[src/rtl/hazard_control_unit.sv]
// hazard_control_unit: RAW hazard detection, branch flush sequencing,
// memory-wait freeze and saturating stall/flush counters beside decode.
// Optional feature: define HAZARD_FORWARD_EN to enable operand forwarding.
// With forwarding, only load-use hazards stall. Without it, any pending
// producer stalls.
module hazard_control_unit #(
  parameter int unsigned REG_ADDR_W   = 4,
  parameter int unsigned NUM_SRC      = 2,
  parameter int unsigned FLUSH_CYCLES = 2,
  parameter int unsigned CNT_W        = 16,
  parameter bit          ZERO_REG     = 1'b1
) (
  input  logic                          clk,
  input  logic                          rst_n,
  input  logic [NUM_SRC*REG_ADDR_W-1:0] id_rs_addr,
  input  logic [NUM_SRC-1:0]            id_rs_used,
  input  logic [REG_ADDR_W-1:0]         idex_rd,
  input  logic [REG_ADDR_W-1:0]         exmem_rd,
  input  logic [REG_ADDR_W-1:0]         memwb_rd,
  input  logic                          idex_wr,
  input  logic                          exmem_wr,
  input  logic                          memwb_wr,
  input  logic                          idex_is_load,
  input  logic                          branch_taken,
  input  logic                          mem_busy,
  output logic                          pc_write,
  output logic                          if_id_write,
  output logic                          id_ex_bubble,
  output logic                          if_id_flush,
  output logic [NUM_SRC*2-1:0]          fwd_sel,
  output logic [CNT_W-1:0]              stall_count,
  output logic [CNT_W-1:0]              flush_count
);

  localparam int unsigned FCNT_W = $clog2(FLUSH_CYCLES + 1);
  localparam logic [FCNT_W-1:0] FCNT_RELOAD = FCNT_W'(FLUSH_CYCLES - 1);
  localparam logic [CNT_W-1:0]  CNT_MAX     = '1;

  typedef enum logic {
    ST_RUN   = 1'b0,
    ST_FLUSH = 1'b1
  } state_e;

  state_e              state_q, state_d;
  logic [FCNT_W-1:0]   fcnt_q, fcnt_d;
  logic [CNT_W-1:0]    stall_q, stall_d;
  logic [CNT_W-1:0]    flush_q, flush_d;

  logic [NUM_SRC-1:0]   m_idex, m_exmem, m_memwb;
  logic [NUM_SRC*2-1:0] fwd_raw;
  logic                 hazard_c;

  function automatic logic [CNT_W-1:0] sat_inc(input logic [CNT_W-1:0] v);
    return (v == CNT_MAX) ? v : v + CNT_W'(1);
  endfunction

  // Per-source match against each downstream destination, plus forwarding choice
  for (genvar s = 0; s < NUM_SRC; s++) begin : g_src
    logic [REG_ADDR_W-1:0] rs;
    logic                  live;
    assign rs         = id_rs_addr[s*REG_ADDR_W +: REG_ADDR_W];
    assign live       = id_rs_used[s] & !(ZERO_REG && (rs == '0));
    assign m_idex[s]  = live & idex_wr  & (idex_rd  == rs);
    assign m_exmem[s] = live & exmem_wr & (exmem_rd == rs);
    assign m_memwb[s] = live & memwb_wr & (memwb_rd == rs);
`ifdef HAZARD_FORWARD_EN
    assign fwd_raw[2*s +: 2] = m_idex[s]  ? 2'b01 :
                               m_exmem[s] ? 2'b10 :
                               m_memwb[s] ? 2'b11 : 2'b00;
`else
    assign fwd_raw[2*s +: 2] = 2'b00;
`endif
  end

`ifdef HAZARD_FORWARD_EN
  // Only a load in EX cannot be forwarded in time
  assign hazard_c = idex_is_load & (|m_idex);
`else
  // Any in-flight producer of a source must retire first
  assign hazard_c = |(m_idex | m_exmem | m_memwb);
  logic unused_load;
  assign unused_load = idex_is_load;
`endif

  // Next-state and control outputs; priority mem_busy > branch > flush > hazard
  always_comb begin
    state_d      = state_q;
    fcnt_d       = fcnt_q;
    stall_d      = stall_q;
    flush_d      = flush_q;
    pc_write     = 1'b0;
    if_id_write  = 1'b0;
    id_ex_bubble = 1'b0;
    if_id_flush  = 1'b0;
    if (!rst_n) begin
      id_ex_bubble = 1'b1;
    end else if (mem_busy) begin
      // whole pipeline frozen, nothing advances
    end else if (branch_taken) begin
      pc_write     = 1'b1;
      if_id_write  = 1'b1;
      if_id_flush  = 1'b1;
      id_ex_bubble = 1'b1;
      flush_d      = sat_inc(flush_q);
      if (FLUSH_CYCLES > 1) begin
        state_d = ST_FLUSH;
        fcnt_d  = FCNT_RELOAD;
      end else begin
        state_d = ST_RUN;
        fcnt_d  = '0;
      end
    end else if (state_q == ST_FLUSH) begin
      pc_write     = 1'b1;
      if_id_write  = 1'b1;
      if_id_flush  = 1'b1;
      id_ex_bubble = 1'b1;
      flush_d      = sat_inc(flush_q);
      fcnt_d       = fcnt_q - FCNT_W'(1);
      if (fcnt_q == FCNT_W'(1)) begin
        state_d = ST_RUN;
      end
    end else if (hazard_c) begin
      id_ex_bubble = 1'b1;
      stall_d      = sat_inc(stall_q);
    end else begin
      pc_write    = 1'b1;
      if_id_write = 1'b1;
    end
  end

  // Forwarding is meaningless when ID is bubbled or flushed
  assign fwd_sel     = (id_ex_bubble | if_id_flush) ? '0 : fwd_raw;
  assign stall_count = stall_q;
  assign flush_count = flush_q;

  // State, flush down-counter and performance counters
  always_ff @(posedge clk or negedge rst_n) begin
    if (!rst_n) begin
      state_q <= ST_RUN;
      fcnt_q  <= '0;
      stall_q <= '0;
      flush_q <= '0;
    end else begin
      state_q <= state_d;
      fcnt_q  <= fcnt_d;
      stall_q <= stall_d;
      flush_q <= flush_d;
    end
  end

endmodule

[config.mk]
export PLATFORM = sky130hd
export DESIGN_NAME = hazard_control_unit
export DESIGN_NICKNAME = d
export VERILOG_FILES = /design/src/rtl/hazard_control_unit.sv
export SDC_FILE = /design/constraint.sdc
export NUM_CORES = 1
export LEC_CHECK = 0
export ABC_CLOCK_PERIOD_IN_PS = 4700
export CORE_MARGIN = 4
export CORE_UTILIZATION = 40
export CTS_CLUSTER_DIAMETER = 120
export DETAILED_ROUTE_END_ITERATION = 7
export GPL_ROUTABILITY_DRIVEN = 0
export PLACE_DENSITY = 0.72
export SYNTH_ARGS = -nofsm -noshare
export SYNTH_HDL_FRONTEND = slang
export SYNTH_SLANG_ARGS = --single-unit
export TNS_END_PERCENT = 1
[constraint.sdc]
create_clock -name clk -period 4.7 [get_ports clk]
set_input_delay 0.94 -clock clk [delete_from_list [all_inputs] [get_ports clk]]
set_output_delay 0.94 -clock clk [all_outputs]
set_load 0.02 [all_outputs]
### I/O nets highlighted, run 1

The bar under the picture is 20 um long.
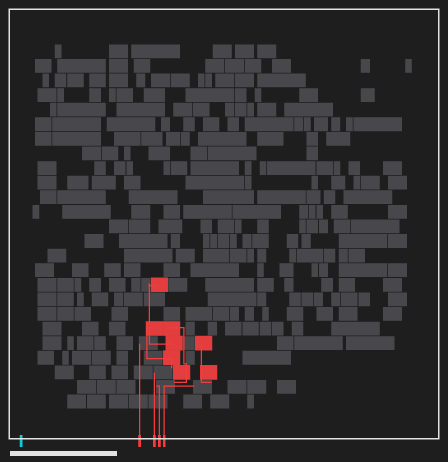
Key: cyan = idex_is_load [direction input, edge bottom, end cells 0, buffers 0]; red = memwb_rd [direction input, edge bottom, end cells 8, buffers 4, wire 110 um]

### Congestion heat map, run 1

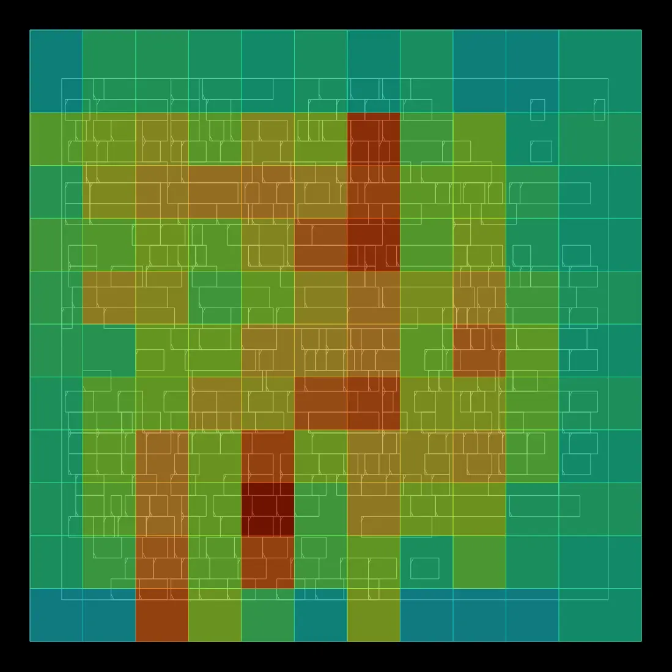
met3 Use GR: 4.74%
Final Core Density: 59.1%
M1 GR Usage: 21.5%
GRT Util Overall: 16.6%
drt wl/cell: 14.1 um

==> results.json, run 1 <==
{
  "run_status": "completed",
  "mappedNetlistArea_um2": 2060,
  "worst-endpoint-arrival_ps": 3410,
  "report.final.setup_viol": 0,
  "final_layout_top_logic_cells": "clkdlybuf4s50_1 (63), dfrtp_1 (35), xor2_1 (33), nand2_1 (21), xnor2_1 (20)",
  "vdd_drop_max_uv": 284,
  "cp-start-kind": "input pin",
  "worst_slew_pin_slew_ps": 816,
  "vias": 1711,
  "cts.sinks": 35,
  "maxClockFrequency_mhz": 230,
  "sw_frac_of_total_pct": 30.3,
  "layout_top_cell": "clkdlybuf4s50_1",
  "grt_start_max_net_pins": 38,
  "flow.area_growth_from_synthesis_pct": 39.0,
  "timing.critical_path.required_ps": 3760,
  "synth_top_area_share_pct": 42.5,
  "warnings": 27,
  "drt_first_pass_iters": 4,
  "wl_met3_um": 261,
  "top_cells_by_area": "dfrtp_1 (43%), xor2_1 (14%), xnor2_1 (8.5%)",
  "slew_viol_final": 0,
  "core_util_floorplan_pct": 42.5,
  "pg_comb_mw": 0.245,
  "share_of_layout_cells_above_drive_strength_1_pct": 6.52,
  "hold_path_end": "stall_count[8]",
  "worst_r2r_startpoint": "stall_count[0]",
  "cts_inserted_buffers": 5,
  "sequentialPower_mw": 0.380,
  "post_cts_buffers": 0,
  "detailedRoute.firstIterationViolations": 83,
  "dr_wl_met2_mm": 2.31,
  "rrSetupSlack_ps": 2460,
  "cts.repair.resized": 0,
  "finish.instance_area_um2": 2870,
  "criticalPathCategory": "in -> out",
  "fin_skew_ps": 7.51,
  "top_layer_used": "met4",
  "clockBufferDepth": 2,
  "num-nets-final": 309,
  "via_count_of_the_first_global_routing_pass": 1674,
  "dieArea_um2": 6360,
  "logic_area_um2": 1140,
  "postSynthCellCount": 207,
  "maxCapViolations": 0,
  "most_common_cell": "dfrtp_1",
  "routed_length_on_met1_mm": 2.16,
  "place.detailed.hpwl_mm": 3.69,
  "maxPowerGroup": "sequential cells",
  "ys_ff": 35,
  "fp.dieH_um": 79.8,
  "worst_r2r_end": "stall_count[1]",
  "synth_chip_area_um2": 2060,
  "diodes": 0,
  "core_area_um2": 4850
}
### Sequential cells grouped by signal name, run 1

The bar under the picture is 20 um long. Other sequential cells in the stronger grey, the rest of the logic in the fainter grey.
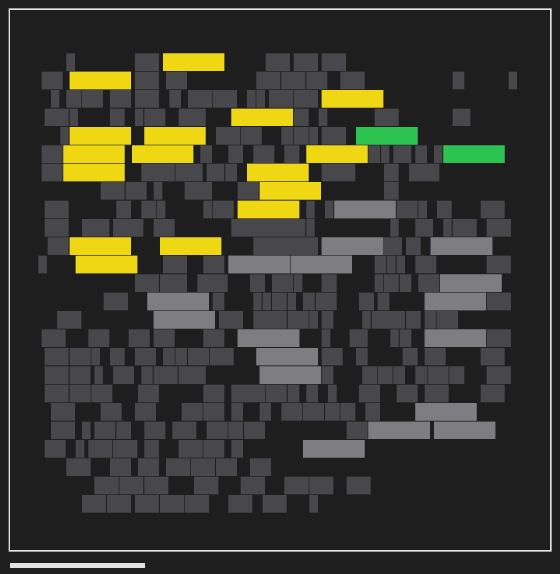
Key: yellow = flush_count [placed flops 16]; green = fcnt_q [placed flops 2]
Another 17 sequential cells are not coloured.

==> run 1: flip-flops by register name, indices dropped and copies added, names as in the netlist <==
| signal | count |
|---|---|
| fcnt_q | 2 |
| flush_count | 16 |
| stall_count | 16 |
| state_q | 1 |
==> run 1: worst max-delay path, delay by kind of cell <==
kind,cells,cell delay [ps]
simple gates,3,340
compound gates,3,990
buf+inv,2,1150
==> run 1: cell type report <==
class / count / share of cell area, %
timing repair buffer: 67 / 23.0
clock buffer: 6 / 2.53
sequential: 35 / 30.6
clock inverter: 1 / 1.05
inverter: 2 / 0.262
tap: 67 / 2.93
multi-input combinational: 165 / 39.7
==> run 1: worst max-delay path by stage <==
| stage | cells past startpoint | from | to |
|---|---|---|---|
| 6_report | 8 | id_rs_addr[0] | if_id_write |
| 4_1_cts | 8 | id_rs_addr[0] | pc_write |
| 2_1_floorplan | 8 | id_rs_addr[0] | pc_write |
| 5_1_grt | 8 | id_rs_addr[0] | pc_write |
| 3_3_place_gp | 8 | id_rs_addr[0] | if_id_write |
| 3_5_place_dp | 8 | id_rs_addr[0] | pc_write |
==> run 1: metrics by stage <==
stage	utilization [%]	std cells	worst slack (ps)	total power, mW
after floorplan	-	210	1120	0.511
after global placement	57.0	336	387	0.629
after detailed placement	57.0	336	350	0.632
after CTS	59.1	343	330	0.895
after global routing	59.1	343	146	0.940
final	59.1	343	346	0.883
==> run 1: cell families (layout without fill, tap and decap cells) <==
| family | after synthesis | count (layout) | share of synthesized area, % |
|---|---|---|---|
| compound gates | 12 | 12 | 5.22 |
| xor+xnor | 53 | 53 | 22.5 |
| fa+ha+maj | 3 | 3 | 1.82 |
| buf+inv | 10 | 76 | 2.85 |
| flops | 35 | 35 | 42.5 |
| mux | 3 | 3 | 1.58 |
| other cells | 1 | 4 | 0.182 |
| simple gates | 90 | 90 | 23.3 |
==> inputs of run 2 (changes only) <==
CAP_MARGIN = 0   (was not set)
### Gate-type map, run 2

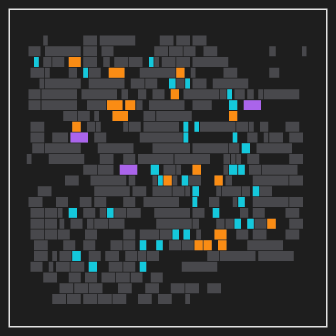
Key: orange = and/or cells [cells 17]; cyan = nor cells [cells 33]; purple = fa/ha/maj cells [cells 3]

### Zoomed window, run 2

The bar under the picture is 10 um long. Window x 7 to 32, y 7 to 32 um. Cells in grey, sequential cells in the stronger grey; small squares are vias.
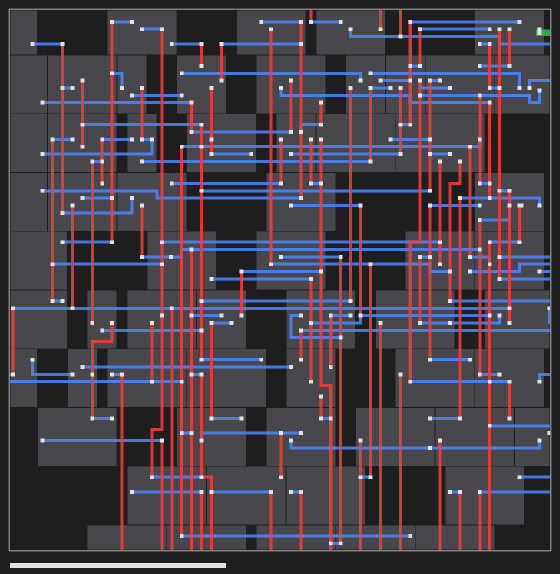
Key: blue = M1; red = M2; green = M3
Sequential cells in the window: 0. 50 logic cells have their middle in the window. Most frequent: xor2_1 (14), clkdlybuf4s50_1 (14), xnor2_1 (8).

==> run 2 against run 1 <==
Via count stayed put. Routed wire length did not move. Final cell count did not move. Cell area did not move. Sequential power barely moved. Clock-buffer cell count did not move. Flip-flop count is the same. Maximum frequency did not move. Combinational power about the same. Die size stayed put. Largest power group unchanged. Highest routed layer unchanged.
==> results.json, run 2 <==
{
  "final_layout_top_logic_cells": "clkdlybuf4s50_1 (63), dfrtp_1 (35), xor2_1 (33), nand2_1 (21), xnor2_1 (20)",
  "cell_taking_the_most_area_after_synthesis": "dfrtp_1",
  "wire_per_inst_um": 14.1,
  "drt_first_pass_iters": 4,
  "placedInstanceArea_um2": 2760,
  "asyncSetResetFlopFracSynth_pct": 100,
  "setup_slack_at_placement_ps": 350,
  "synth-edff-count": 0,
  "wl_met3_um": 261,
  "worst_slew_pin_slew_ps": 816,
  "cts.repair.resized": 0,
  "top_layer_used": "met4",
  "share_of_layout_cells_above_drive_strength_1_pct": 6.52,
  "logic_area_um2": 1140,
  "detailedRoute.firstIterationViolations": 83,
  "gr-usage-all-layers_pct": 16.6,
  "hold_path_end": "stall_count[8]",
  "core_area_um2": 4850,
  "maxCapViolations": 0,
  "report.final.setup_viol": 0,
  "post-route-util_pct": 59.1,
  "flow.area_growth_from_synthesis_pct": 39.0,
  "final_cells": 343,
  "final_layout_fill_cell_count": 441,
  "die-width_um": 79.8,
  "run_status": "completed",
  "timing.critical_path.required_ps": 3760,
  "worst-endpoint-arrival_ps": 3410,
  "most_crowded_layer_after_global_routing": "met2",
  "criticalPathCategory": "in -> out",
  "min_from": "stall_count[8]",
  "fin_skew_ps": 7.51,
  "grt_start_max_net_pins": 38,
  "postRouteWirelength_mm": 4.84,
  "dr_wl_met2_mm": 2.31,
  "number_of_cells_in_the_design_after_placement": 336,
  "finish.instance_area_um2": 2870,
  "relative_contribution_of_the_clock_network_to_total_power_pct": 29.2,
  "timing.final.ws_setup_ps": 346,
  "worst-r2r-cell-count": 8,
  "cts.sinks": 35,
  "vdd_drop_max_uv": 284,
  "place.detailed.hpwl_mm": 3.69,
  "slew_viol_final": 0,
  "power.share.combinational_pct": 27.8,
  "cts-root-buf": "clkbuf_8",
  "synth_top_area_share_pct": 42.5,
  "post_cts_buffers": 0,
  "diodes": 0,
  "yosys_warnings": 0,
  "cts_inserted_buffers": 5,
  "ys_dominant_reg_cell": "dfrtp_1",
  "grt.met1_usage_pct": 21.5,
  "dieArea_um2": 6360,
  "layout_top_cell": "clkdlybuf4s50_1",
  "post-layout-total-power_mw": 0.883,
  "routed_length_on_met1_mm": 2.16,
  "rrSetupSlack_ps": 2460,
  "warnings": 27,
  "mappedNetlistArea_um2": 2060,
  "power.share.sequential_pct": 43.0,
  "hp-class": "reg -> reg",
  "synth_chip_area_um2": 2060,
  "sw_frac_of_total_pct": 30.3,
  "grt_first_pass_wirelength_mm": 8.19,
  "via_count_of_the_first_global_routing_pass": 1674,
  "num-nets-final": 309,
  "register_area_um2": 876,
  "unrepaired_setup_endpoints_after_global_routing": "false",
  "most_common_cell": "dfrtp_1",
  "worst_r2r_startpoint": "stall_count[0]",
  "cell_internal_pwr_mw": 0.615,
  "vias": 1711,
  "postSynthCellCount": 207,
  "worst_r2r_end": "stall_count[1]",
  "cp-start-kind": "input pin",
  "core_util_floorplan_pct": 42.5,
  "maxClockFrequency_mhz": 230,
  "fp.dieH_um": 79.8,
  "antenna_found_initial": 0,
  "top_cells_by_area": "dfrtp_1 (43%), xor2_1 (14%), xnor2_1 (8.5%)",
  "met3_usage_pct": 4.74,
  "ys_ff": 35,
  "clockBufferDepth": 2
}
### I/O nets highlighted, run 2

The bar under the picture is 20 um long.
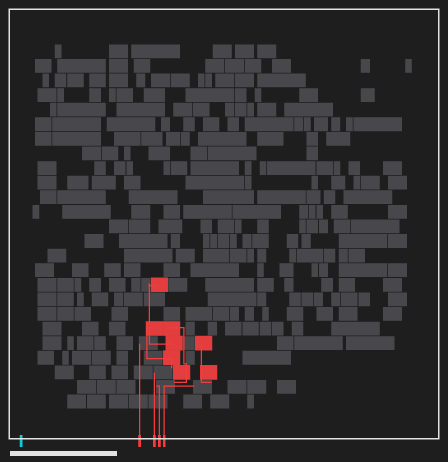
number of port buffers: 64
io pins: 70

## run 2: how the worst max path moves through the flow
stage,from,to,slack (ps),cells after the start
final,id_rs_addr[0],if_id_write,350,8
after global routing,id_rs_addr[0],pc_write,150,8
after CTS,id_rs_addr[0],pc_write,330,8
after detailed placement,id_rs_addr[0],pc_write,350,8
after global placement,id_rs_addr[0],if_id_write,390,8
after floorplan,id_rs_addr[0],pc_write,1120,8
## run 2: power by group through the flow
stage          registers (mW)  logic [mW]  clock network [mW]
2_1_floorplan           0.411      0.0997                   0
3_3_place_gp            0.384       0.245                   0
3_5_place_dp            0.386       0.247                   0
4_1_cts                 0.380       0.249               0.266
5_1_grt                 0.387       0.270               0.283
6_report                0.380       0.245               0.258
## run 2: logic make-up (layout without fill, tap and decap cells)
family | after synthesis | in the layout | share of synthesized area (%)
multiplexers | 3 | 3 | 1.58
AND-OR/OR-AND | 12 | 12 | 5.22
AND/OR/NAND/NOR | 90 | 90 | 23.3
buffers and inverters | 10 | 76 | 2.85
flip-flops | 35 | 35 | 42.5
XOR/XNOR | 53 | 53 | 22.5
other | 1 | 4 | 0.182
adder cells (fa/ha/maj) | 3 | 3 | 1.82
## run 2: cell type report
cell class              instances  share of cell area [%]
clock buffers                   6                    2.53
clock inverters                 1                    1.05
inverters                       2                   0.262
repair buffers                 67                    23.0
multi-input cells             165                    39.7
flip-flops and latches         35                    30.6
well taps                      67                    2.93
## run 2: worst max-delay path: stages
cell and delay (ps):
clkdlybuf4s50_1 520, o41ai_1 510, nor3_1 120, a41oi_1 180, o211a_2 300, nor2_1 60
nor2_1 160, clkdlybuf4s50_1 630
==> inputs of run 3 (changes only) <==
SLEW_MARGIN = 0   (was not set)
### Gate-type map, run 3

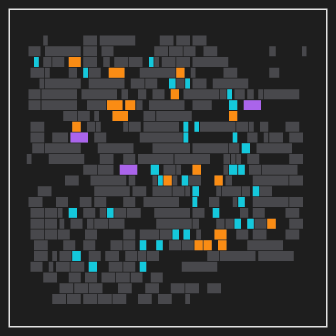
Key: orange = and/or cells [cells 17]; cyan = nor cells [cells 33]; purple = fa/ha/maj cells [cells 3]

### Zoomed window, run 3

The bar under the picture is 10 um long. Window x 7 to 32, y 7 to 32 um. Cells in grey, sequential cells in the stronger grey; small squares are vias.
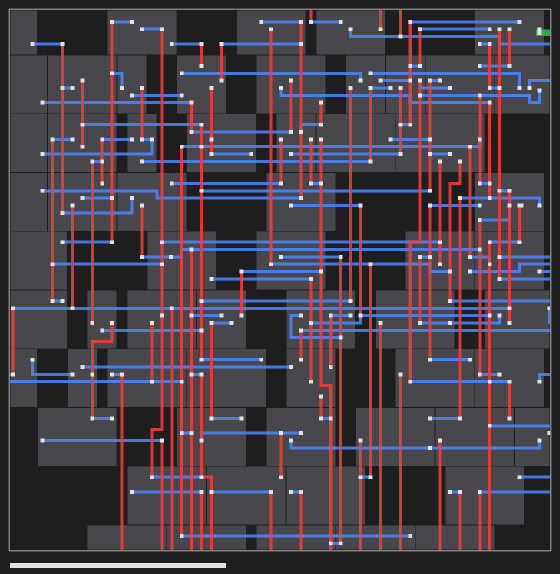
Key: green = M3; blue = M1; red = M2
Most frequent: xor2_1 (14), clkdlybuf4s50_1 (14), xnor2_1 (8). 50 logic cells have their middle in the window. Sequential cells in the window: 0.

==> run 3 against run 2 <==
Global-route usage stayed put. Die size unchanged. Combinational power is essentially flat. Largest cell class unchanged. Sequential power is essentially flat. Flip-flop count unchanged. Core utilization unchanged. Clock power hardly changed.
==> results.json, run 3 <==
{
  "report.final.setup_viol": 0,
  "detailedRoute.firstIterationViolations": 83,
  "num-nets-final": 309,
  "fp.dieH_um": 79.8,
  "top_cells_by_area": "dfrtp_1 (43%), xor2_1 (14%), xnor2_1 (8.5%)",
  "slew_viol_final": 0,
  "synth_top_area_share_pct": 42.5,
  "place.detailed.hpwl_mm": 3.69,
  "hp-class": "reg -> reg",
  "cts_inserted_buffers": 5,
  "maxClockFrequency_mhz": 230,
  "most_common_cell": "dfrtp_1",
  "vias": 1711,
  "warnings": 27,
  "flow.area_growth_from_synthesis_pct": 39.0,
  "mappedNetlistArea_um2": 2060,
  "post_cts_buffers": 0,
  "vdd_drop_max_uv": 284,
  "diodes": 0,
  "worstPathCellList": "clkdlybuf4s50_1 -> o41ai_1 -> nor3_1 -> a41oi_1 -> o211a_2 -> nor2_1 -> nor2_1 -> clkdlybuf4s50_1",
  "run_status": "completed",
  "number_of_cells_in_the_design_after_placement": 336,
  "gr-usage-all-layers_pct": 16.6,
  "ys_ff": 35,
  "criticalPathCategory": "in -> out",
  "ys_dominant_reg_cell": "dfrtp_1",
  "timing.critical_path.required_ps": 3760,
  "critical_path_depth": 8,
  "grt_start_max_net_pins": 38,
  "postRouteWirelength_mm": 4.84,
  "worstPathBufferInverterCount": 2,
  "worst-r2r-cell-count": 8,
  "cell_taking_the_most_area_after_synthesis": "dfrtp_1",
  "worst-endpoint-arrival_ps": 3410,
  "fin_skew_ps": 7.51,
  "final_layout_top_logic_cells": "clkdlybuf4s50_1 (63), dfrtp_1 (35), xor2_1 (33), nand2_1 (21), xnor2_1 (20)",
  "yosys_warnings": 0,
  "hold_path_end": "stall_count[8]",
  "cts.sinks": 35,
  "cts.repair.resized": 0,
  "worst_r2r_end": "stall_count[1]",
  "final_cells": 343,
  "dieArea_um2": 6360,
  "io_pins": 70,
  "portBuffers": 64,
  "wire_per_inst_um": 14.1,
  "cp_top_family": "buffers and inverters",
  "worst_r2r_startpoint": "stall_count[0]",
  "share_of_layout_cells_above_drive_strength_1_pct": 6.52,
  "unrepaired_setup_endpoints_after_global_routing": "false",
  "rrSetupSlack_ps": 2460,
  "cp_slowest_stage_delay_ps": 630,
  "worst_slew_pin_slew_ps": 816,
  "timing.final.ws_setup_ps": 346,
  "post-layout-total-power_mw": 0.883,
  "core_util_floorplan_pct": 42.5,
  "via_count_of_the_first_global_routing_pass": 1674,
  "synth-edff-count": 0,
  "postSynthCellCount": 207
}
### Congestion heat map, run 3

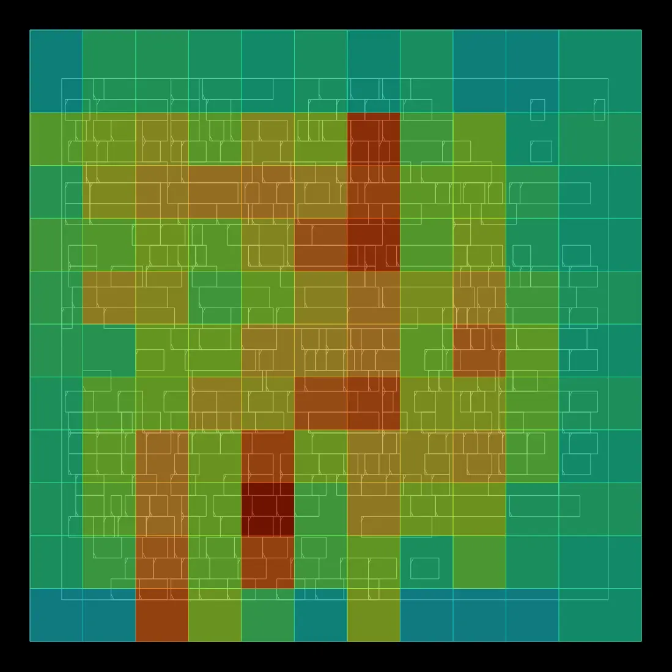
most crowded layer after global routing: met2
grt met2 use: 26.1%

==> run 3: cell counts after synthesis <==
No cell type changed its count.
==> run 3: area by class of cell <==
cell class / instances / area (um2)
Tap cell: 67 / 83.8
Multi-Input combinational cell: 165 / 1140
Sequential cell: 35 / 876
Inverter: 2 / 7.51
Fill cell: 441 / 1980
Clock buffer: 6 / 72.6
Timing Repair Buffer: 67 / 658
Clock inverter: 1 / 30.0
==> run 3: how the worst max path moves through the flow <==
stage | end | startpoint
after floorplan | pc_write | id_rs_addr[0]
after global placement | if_id_write | id_rs_addr[0]
after detailed placement | pc_write | id_rs_addr[0]
after CTS | pc_write | id_rs_addr[0]
after global routing | pc_write | id_rs_addr[0]
final | if_id_write | id_rs_addr[0]
==> run 3: routing by layer <==
layer / GRT usage, % / share of wire, % / vias to the layer above
li1: - / - / 852
met2: 26.1 / 48 / 36
met3: 4.74 / 5.4 / 8
met1: 21.5 / 45 / 815
met4: 6.59 / 2.3 / 0
met5: 0 / 0 / -
==> run 3: kinds of logic (layout without fill, tap and decap cells) <==
logic type	after synthesis	in the layout	share of synthesized area, %
AND/OR/NAND/NOR	90	90	23.3
multiplexers	3	3	1.58
buffers and inverters	10	76	2.85
AND-OR/OR-AND	12	12	5.22
flip-flops	35	35	42.5
XOR/XNOR	53	53	22.5
other	1	4	0.182
adder cells (fa/ha/maj)	3	3	1.82
==> run 3: report_power, final <==
group          internal (mW)  switching, mW
logic                  0.123          0.122
clock network          0.155          0.102
registers              0.337         0.0428
total                  0.615          0.267
==> run 3: per-stage QoR <==
step / area [um2] / utilization (%)
after CTS: 2870 / 59.1
after global routing: 2870 / 59.1
final: 2870 / 59.1
after floorplan: 2070 / -
after global placement: 2760 / 57.0
after detailed placement: 2760 / 57.0
Power and IR drop assume default switching activity.
